Fig. 1: run 1, routing congestion map
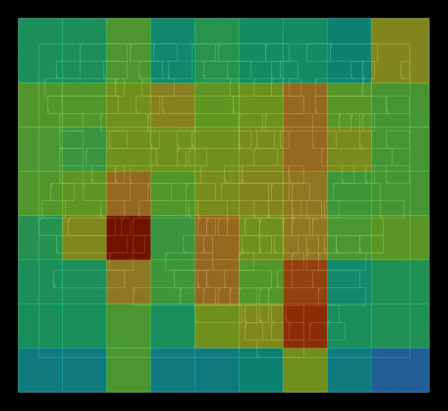
Fig. 2: run 1, placement density heat map
Scale: 4 px per um. 6 x 6 tiles, from white (low) to dark blue (high), 0 to 100% covered.
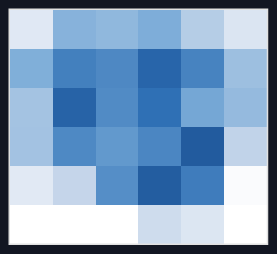
Fig. 3: run 1, PDN straps and rails
Scale: 8 px per um. Pins as bars on the die edge.
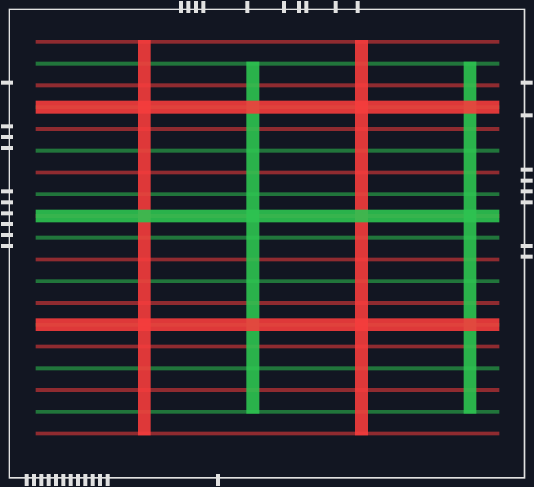
Fig. 4: run 1, metal layers overlaid
Scale: 10 px per um. Only two layers are drawn.
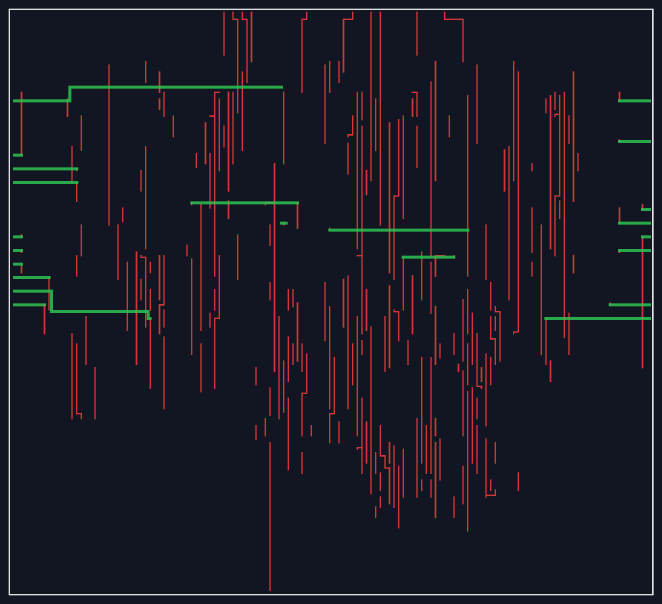
===== src/rtl/cache_mem_pkg.sv =====
// Shared types and defaults for the main memory responder.
// The fill-value helper forms the miss word as the pattern XOR the address.
package cache_mem_pkg;

  typedef enum logic [1:0] {
    IDLE = 2'd0,
    WAIT = 2'd1,
    RESP = 2'd2
  } state_e;

  localparam int          DEF_ADDR_WIDTH   = 11;
  localparam int          DEF_DATA_WIDTH   = 11;
  localparam int          DEF_LATENCY      = 4;
  localparam logic [31:0] DEF_MISS_PATTERN = 32'hCAFEBABE;

  // The caller truncates the result to its data width, so the pattern and the address
  // are both zero-extended here.
  function automatic logic [63:0] fill_value(input logic [31:0] pattern,
                                             input logic [63:0] addr);
    return {32'b0, pattern} ^ addr;
  endfunction

endpackage


===== src/rtl/mem_array_direct.sv =====
// Word storage plus one written bit per word, with a single shared read/write address.
// The written bits clear on reset. The array contents are kept through reset.
module mem_array_direct #(
  parameter int ADDR_WIDTH = 11,
  parameter int DATA_WIDTH = 11
) (
  input  logic                  clk,
  input  logic                  rst,
  input  logic                  wr_en,
  input  logic [ADDR_WIDTH-1:0] addr,
  input  logic [DATA_WIDTH-1:0] wdata,
  output logic [DATA_WIDTH-1:0] rd_data,
  output logic                  rd_written
);

  localparam int DEPTH = 2 ** ADDR_WIDTH;

  logic [DATA_WIDTH-1:0] mem_q [DEPTH];
  logic [DEPTH-1:0]      written_q;
  logic [DEPTH-1:0]      written_d;

  always_comb begin
    written_d = written_q;
    if (wr_en) begin
      written_d[addr] = 1'b1;
    end
  end

  always_ff @(posedge clk) begin
    if (!rst) begin
      written_q <= '0;
    end else begin
      written_q <= written_d;
    end
  end

  always_ff @(posedge clk) begin
    if (rst && wr_en) begin
      mem_q[addr] <= wdata;
    end
  end

  assign rd_data    = mem_q[addr];
  assign rd_written = written_q[addr];

endmodule


===== src/rtl/main_memory_responder.sv =====
// Fixed-latency memory responder (IDLE -> WAIT -> RESP), one request in flight.
// Define MAIN_MEMORY_WRITE_EN to add backing storage and writes; otherwise every request reads the fill value.
module main_memory_responder
  import cache_mem_pkg::*;
#(
  parameter int          ADDR_WIDTH   = DEF_ADDR_WIDTH,
  parameter int          DATA_WIDTH   = DEF_DATA_WIDTH,
  parameter int          LATENCY      = DEF_LATENCY,
  parameter logic [31:0] MISS_PATTERN = DEF_MISS_PATTERN
) (
  input  logic                  clk,
  input  logic                  rst,
  input  logic                  req_valid,
  output logic                  req_ready,
  input  logic [ADDR_WIDTH-1:0] req_addr,
  input  logic                  req_write,
  input  logic [DATA_WIDTH-1:0] req_wdata,
  output logic                  resp_valid,
  input  logic                  resp_ready,
  output logic [DATA_WIDTH-1:0] resp_data,
  output logic                  resp_write
);

  state_e                state_q, state_d;
  logic [7:0]            cnt_q, cnt_d;
  logic [ADDR_WIDTH-1:0] addr_q, addr_d;
  logic                  resp_valid_q, resp_valid_d;
  logic [DATA_WIDTH-1:0] resp_data_q, resp_data_d;
  logic                  resp_write_q, resp_write_d;
  logic [DATA_WIDTH-1:0] fill_word;

  assign fill_word = DATA_WIDTH'(fill_value(MISS_PATTERN, 64'(addr_q)));

`ifdef MAIN_MEMORY_WRITE_EN
  logic                  write_q, write_d;
  logic [DATA_WIDTH-1:0] wdata_q, wdata_d;
  logic                  mem_wr_en;
  logic [DATA_WIDTH-1:0] rd_data;
  logic                  rd_written;

  mem_array_direct #(
    .ADDR_WIDTH (ADDR_WIDTH),
    .DATA_WIDTH (DATA_WIDTH)
  ) u_mem (
    .clk        (clk),
    .rst        (rst),
    .wr_en      (mem_wr_en),
    .addr       (addr_q),
    .wdata      (wdata_q),
    .rd_data    (rd_data),
    .rd_written (rd_written)
  );
`else
  logic unused_inputs;
  assign unused_inputs = ^{req_write, req_wdata};
`endif

  always_comb begin
    state_d      = state_q;
    cnt_d        = cnt_q;
    addr_d       = addr_q;
    resp_valid_d = resp_valid_q;
    resp_data_d  = resp_data_q;
    resp_write_d = resp_write_q;
`ifdef MAIN_MEMORY_WRITE_EN
    write_d      = write_q;
    wdata_d      = wdata_q;
    mem_wr_en    = 1'b0;
`endif
    unique case (state_q)
      IDLE: begin
        if (req_valid) begin
          addr_d  = req_addr;
          cnt_d   = 8'(LATENCY - 1);
          state_d = WAIT;
`ifdef MAIN_MEMORY_WRITE_EN
          write_d = req_write;
          wdata_d = req_wdata;
`endif
        end
      end
      WAIT: begin
        if (cnt_q == 8'd0) begin
          state_d      = RESP;
          resp_valid_d = 1'b1;
          resp_write_d = 1'b0;
          resp_data_d  = fill_word;
`ifdef MAIN_MEMORY_WRITE_EN
          if (write_q) begin
            mem_wr_en    = 1'b1;
            resp_data_d  = wdata_q;
            resp_write_d = 1'b1;
          end else if (rd_written) begin
            resp_data_d  = rd_data;
          end
`endif
        end else begin
          cnt_d = cnt_q - 8'd1;
        end
      end
      RESP: begin
        if (resp_ready) begin
          state_d      = IDLE;
          resp_valid_d = 1'b0;
        end
      end
      default: state_d = IDLE;
    endcase
  end

  // Reset drops any in-flight request. The address register is left as it is,
  // because nothing reads it in IDLE.
  always_ff @(posedge clk) begin
    if (!rst) begin
      state_q      <= IDLE;
      cnt_q        <= 8'd0;
      resp_valid_q <= 1'b0;
      resp_data_q  <= '0;
      resp_write_q <= 1'b0;
`ifdef MAIN_MEMORY_WRITE_EN
      write_q      <= 1'b0;
`endif
    end else begin
      state_q      <= state_d;
      cnt_q        <= cnt_d;
      resp_valid_q <= resp_valid_d;
      resp_data_q  <= resp_data_d;
      resp_write_q <= resp_write_d;
`ifdef MAIN_MEMORY_WRITE_EN
      write_q      <= write_d;
`endif
    end
  end

  always_ff @(posedge clk) begin
    addr_q <= addr_d;
`ifdef MAIN_MEMORY_WRITE_EN
    wdata_q <= wdata_d;
`endif
  end

  assign req_ready  = (state_q == IDLE);
  assign resp_valid = resp_valid_q;
  assign resp_data  = resp_data_q;
  assign resp_write = resp_write_q;

endmodule


===== config.mk =====
export PLATFORM = sky130hd
export DESIGN_NAME = main_memory_responder
export DESIGN_NICKNAME = d
export VERILOG_FILES = /design/src/rtl/cache_mem_pkg.sv /design/src/rtl/mem_array_direct.sv /design/src/rtl/main_memory_responder.sv
export SDC_FILE = /design/constraint.sdc
export NUM_CORES = 1
export LEC_CHECK = 0
export CAP_MARGIN = 25
export CORE_ASPECT_RATIO = 0.9
export CORE_MARGIN = 3
export CORE_UTILIZATION = 43
export DETAILED_ROUTE_END_ITERATION = 16
export PLACE_DENSITY = 0.75
export SYNTH_ARGS = -nofsm -noshare
export SYNTH_HDL_FRONTEND = slang
export SYNTH_SLANG_ARGS = --single-unit

===== constraint.sdc =====
create_clock -name clk -period 4.8 [get_ports clk]
set_clock_uncertainty 0.2 [all_clocks]
set_input_delay 0.72 -clock clk [delete_from_list [all_inputs] [get_ports clk]]
set_output_delay 0.72 -clock clk [all_outputs]
set_load 0.01 [all_outputs]

==> impl_metrics.toml, run 1 <==
# flow metrics
[status]
run_status = "finished, final reports clean"

[synth]
netlist_top_cells_count = "dfxtp_1 (22), nand2_1 (16), edfxtp_1 (11), a21oi_1 (8), o211a_1 (7)"
async_flop_share_pct = 0
simple_gate_area_share_pct = 18.2
synth_cells = 120
syn-num-nets = 149
topCellsByArea = "dfxtp_1 (34%), edfxtp_1 (25%), o211a_1 (5.3%), nand2_1 (4.6%), a21oi_1 (3.1%)"
yosysChipArea_mm2 = 0.00131
topCombFamilyByArea = "simple AND/OR/NAND/NOR gates"
synth-xor-area-share_pct = 0
synth.avg_cell_area_um2 = 10.9
yosys.area.top_type = "dfxtp_1"
yosys_most_used_dff = "dfxtp_1"
ys_warn_count = 0

[clock_network]
postCtsSetupBuffers = 0
ctsLongestPathBuffers = 2

[critical_path]
regToRegEndpoint = "resp_data[4]"
crit_cells = 2
path_max_fanout = 6
cp_data_required_time_ns = 3.88
critical-path-top-delay-family = "buffers and inverters"
path_cells = "nor2_1 -> clkdlybuf4s50_1"
cp-end-kind = "primary output"
critical_path_buf_inv_count = 1
r2r_cells = 4
worstReg2RegStart = "cnt_q[2]"
arrival_ns = 1.38
crit_start = "state_q[0]"
r2r_slack_ns = 2.62

[grt]
grt_pass1_wl_um = 4170
overflow = 0
antenna_found_initial = 0
grt_pass1_vias = 932

[sta]
finalSetupTns_ns = 0
maxSlewHeadroom_pct = 48.3
finalSetupViolCount = 0
worst_pin_slew_ns = 0.775

[floorplan]
initCoreUtil_pct = 46.2
die_x_um = 64.2

[drt]
drt_iter0_drc = 67
ant_nets = 0
met3_wirelength_um = 123
wl_met2_um = 1180
first_pass_iters = 4
vias_per_cell = 5.12

[placement]
portBuffers = 27
place_congestion = 0.689

[final_layout]
final_core_util_pct = 57.9
fillers = 268
mostFrequentLayoutCell = "clkdlybuf4s50_1"

[power_and_ir_drop]
leakage_nw = 0.672
pwr_density_cell_mw_per_mm2 = 565

[worst_hold_path]
worstHoldStart = "resp_data[6]"
## Picture notes: Fig. 1
met3 usage: 4.58%
met1 Use GR: 17.7%
average wire per standard cell: 12.9 um
GRT Max-Usage Layer: met2
routing usage on met2: 24.0%

## Picture notes: Fig. 2
tiles over 75% full: 11%
fullest tile: 83%
densest ninth of the die: center
nearly empty tiles: 11%
mean over tiles: 43%
emptiest ninth of the die: lower left

## Picture notes: Fig. 3
[VDD] green
[VSS] red
signal pins: 41
met4 straps: 4
rows: 18
met1 rails: 19

## Picture notes: Fig. 4
[M3] green | wire length: 123 um
[M2] red | wire length: 1180 um

[run 1: kinds of logic after synthesis]
logic type	count (synthesis)
fa+ha+maj	2
other cells	1
simple gates	42
compound gates	31
buf+inv	11
flops	33
[run 1: report_power, final]
group / switching, mW / internal [mW] / leakage, nW / total, mW
sequential: 0.0513 / 0.369 / 0.285 / 0.421
clock: 0.0890 / 0.0558 / 0.0320 / 0.145
combinational: 0.186 / 0.176 / 0.355 / 0.362
total: 0.326 / 0.601 / 0.672 / 0.928
[run 1: metrics by stage]
step / total power, mW / setup WS [ns] / cell area [um2] / cells
global route: 1.00 / 2.40 / 1640 / 188
finish: 0.928 / 2.50 / 1640 / 188
global placement: 0.769 / 2.36 / 1590 / 180
detailed placement: 0.789 / 2.32 / 1590 / 180
CTS: 0.936 / 2.49 / 1640 / 188
floorplan: 0.670 / 2.87 / 1310 / 120
[run 1: final cells by class]
| type | count | area [um2] | area share, % |
|---|---|---|---|
| Clock inverter | 2 | 10.0 | 0.609 |
| Clock buffer | 6 | 41.3 | 2.51 |
| Timing Repair Buffer | 27 | 270 | 16.5 |
| Inverter | 4 | 15.0 | 0.914 |
| Sequential cell | 33 | 771 | 46.9 |
| Multi-Input combinational cell | 76 | 485 | 29.6 |
| Tap cell | 40 | 50.0 | 3.05 |
[run 1: worst register-to-register path: stages (launching register included)]
cell and delay [ns]:
dfxtp_1 0.38, nor4_4 0.43, and4b_1 0.77, nand2_1 0.14, o211a_1 0.16
[run 1: sequential cells by signal (all words and copies together), names as in the netlist]
name,count
addr_q,11
cnt_q,8
resp_data,11
resp_valid,1
state_q,2
[run 1: routing by layer]
metal | global-route usage [%] | vias to the layer above
met4 | 6.33 | 0
met5 | 0 | -
li1 | - | 483
met3 | 4.58 | 2
met1 | 17.7 | 454
met2 | 24.0 | 24
Fig. 5: run 1, routed clock nets over the placement
Scale: 10 px per um.
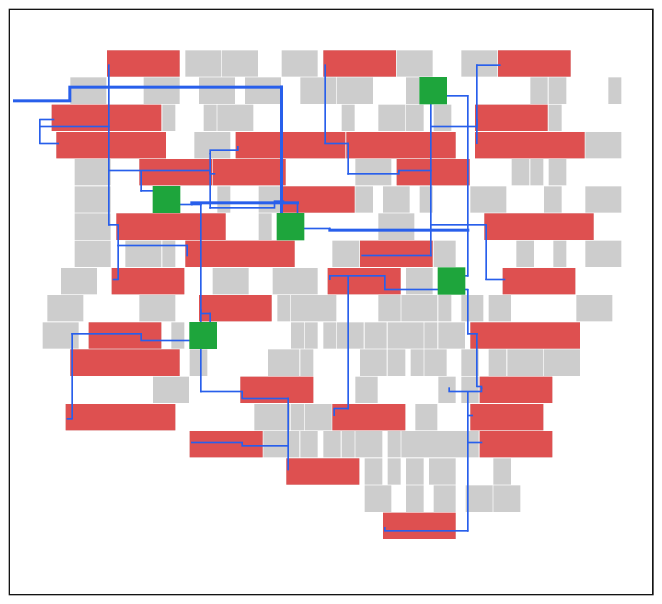

## Run 2: what changed since run 1
--- a/config.mk
+++ b/config.mk
@@ -8,7 +8,7 @@
 export CAP_MARGIN = 25
 export CORE_ASPECT_RATIO = 0.9
 export CORE_MARGIN = 3
-export CORE_UTILIZATION = 43
+export CORE_UTILIZATION = 41
 export DETAILED_ROUTE_END_ITERATION = 16
 export PLACE_DENSITY = 0.75
 export SYNTH_ARGS = -nofsm -noshare
==> constraint.sdc (replaced) <==
create_clock -name clk -period 2 [get_ports clk]
set_clock_uncertainty 0.2 [all_clocks]
set_input_delay 0.3 -clock clk [delete_from_list [all_inputs] [get_ports clk]]
set_output_delay 0.3 -clock clk [all_outputs]
set_load 0.01 [all_outputs]
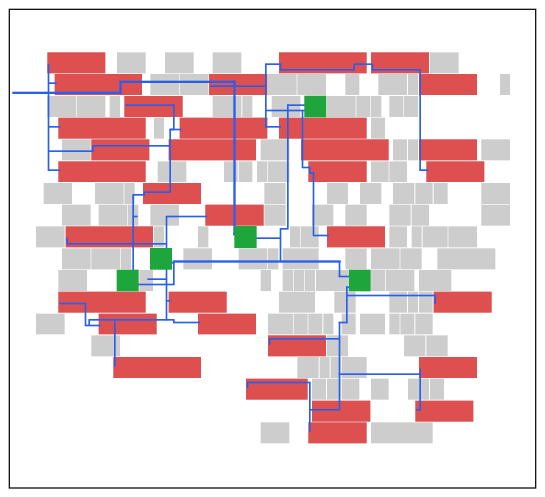
Fig. 6. Routed clock nets over the placement (run 2).
Scale: 8 px per um.
[clock-net drivers] green | count: 5
[flip-flops] red | count: 33
[clock wires] blue | length: 391 um
flops lie: widely spread
routed clock nets: 6

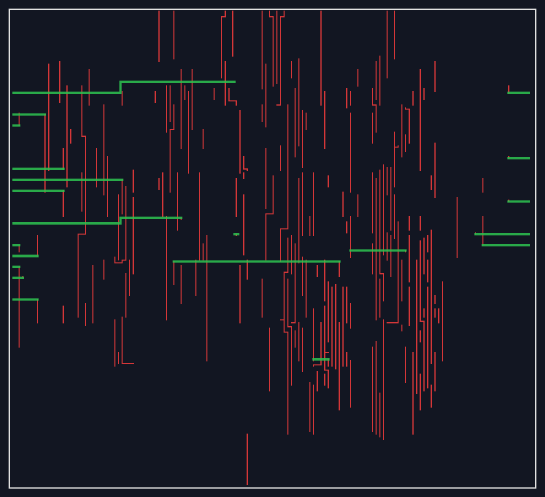
Fig. 7. Metal layers overlaid (run 2).
Scale: 8 px per um. Only two layers are drawn.
[M2] red | wire length: 1190 um
[M3] green | wire length: 139 um

==> run 2 against run 1 <==
Against the previous run: critical path depth rose by 4; total power went up to 2.6 times the previous value; worst hold slack worse by 0.0021 ns; sequential power is 140% higher; sequential cell count unchanged; critical endpoint is now cnt_q[7]; largest cell class unchanged.
==> impl_metrics.toml, run 2 <==
# flow metrics
[status]
run_status = "finished, final reports clean"

[placement]
portBuffers = 27
placed_cells = 187

[synth]
ys_types = 33
yosys_most_used_dff = "dfxtp_1"
yosysChipArea_mm2 = 0.00131
syn-num-nets = 149
yosys.area.top_type = "dfxtp_1"
ys_warn_count = 0
async_flop_share_pct = 0
synth_cells = 120
topCellsByArea = "dfxtp_1 (34%), edfxtp_1 (25%), o211a_1 (5.3%), nand2_1 (4.6%), a21oi_1 (3.1%)"
synth.avg_cell_area_um2 = 10.9
synth_flops = 33

[sta]
fmax_mhz = 524
finalSetupTns_ns = 0
fin_crit_sh_pct = 95.5
slew_violations = 0
finalSetupViolCount = 0

[power_and_ir_drop]
clock_net_power_mw = 0.350
clkPwrFrac_pct = 14.8
pwr_density_cell_mw_per_mm2 = 1370
p_comb_mw = 1.01
seq_power_share_pct = 42.6
leakage_nw = 0.716
power.group.top = "registers"
power_mw = 2.37
power_frac_comb_pct = 42.6
pg_seq_mw = 1.01
p_int_mw = 1.55
power.switching_mw = 0.816

[final_layout]
drive_gt1_share_pct = 15.4
finalNonFillerCells = 196
mostFrequentLayoutCell = "clkdlybuf4s50_1"

[critical_path]
path_max_fanout = 7
arrival_ns = 1.97
cp-end-kind = "register"
cp_data_required_time_ns = 2.06
r2r_slack_ns = 0.09

[grt]
grt_pass1_wl_um = 4180
antenna_found_initial = 0
grt_pass1_vias = 1024
overflow = 0

[floorplan]
ioPinCount = 41
initCoreUtil_pct = 45.1
chip_area_mm2 = 0.00391
die_x_um = 65.6

[drt]
wire_per_inst_um = 12.3
vias_per_cell = 4.95
ant_nets = 0

[clock_network]
ctsLongestPathBuffers = 2
cts-buffers-inserted = 5
## run 2: path summary, 6_finish.rpt
check	to	cells after the start	from
min reg2reg	resp_data[8]	2	resp_data[8]
min	resp_data[8]	2	resp_data[8]
max reg2reg	cnt_q[7]	6	cnt_q[0]
max	cnt_q[7]	6	cnt_q[0]
## run 2: cell families (layout without fill, tap and decap cells)
kind of cell | Yosys count | count (layout) | share of synthesized area [%]
simple gates | 42 | 42 | 18.2
flops | 33 | 33 | 58.8
fa+ha+maj | 2 | 2 | 1.91
buf+inv | 11 | 47 | 4.20
compound gates | 31 | 31 | 16.6
other cells | 1 | 1 | 0.286
## run 2: layout make-up
type                       instances  area [um2]
inverter                           4        15.0
clock inverter                     2        10.0
clock buffer                       6        41.3
timing repair buffer              35         343
multi-input combinational         76         502
fill                             246        1170
sequential                        33         772
tap                               40        50.0
## run 2: metrics by stage
step | worst slack, ns | instance area (um2) | utilization (%)
after floorplan | 0.137 | 1310 | -
after global placement | 0.0164 | 1660 | 57.0
after detailed placement | -0.0347 | 1660 | 57.0
after CTS | 0.0366 | 1710 | 58.8
after global routing | 0.0148 | 1730 | 59.6
final | 0.0910 | 1730 | 59.6
## run 2: layer usage
metal / global-route usage, % / share of wire, % / vias up
met4: 6.21 / 0.79 / 0
met3: 5.45 / 5.8 / 2
li1: - / - / 500
met2: 24.2 / 49 / 24
met1: 16.0 / 44 / 445
met5: 0 / 0 / -
## run 2: repair_timing
| item | CTS | global route |
|---|---|---|
| gates resized | 0 | 6 |
| setup endpoints to repair | 0 | 4 |
| buffers inserted | 0 | 1 |
## run 2: critical path, stage by stage (launching register included)
cell      delay, ns
dfxtp_2        0.34
inv_1          0.07
ha_1           0.21
nor4bb_1       0.14
a21o_2         0.24
or4_4          0.49
a21oi_2        0.15
Power figures rest on the tool's default switching activity, not on a simulated workload.
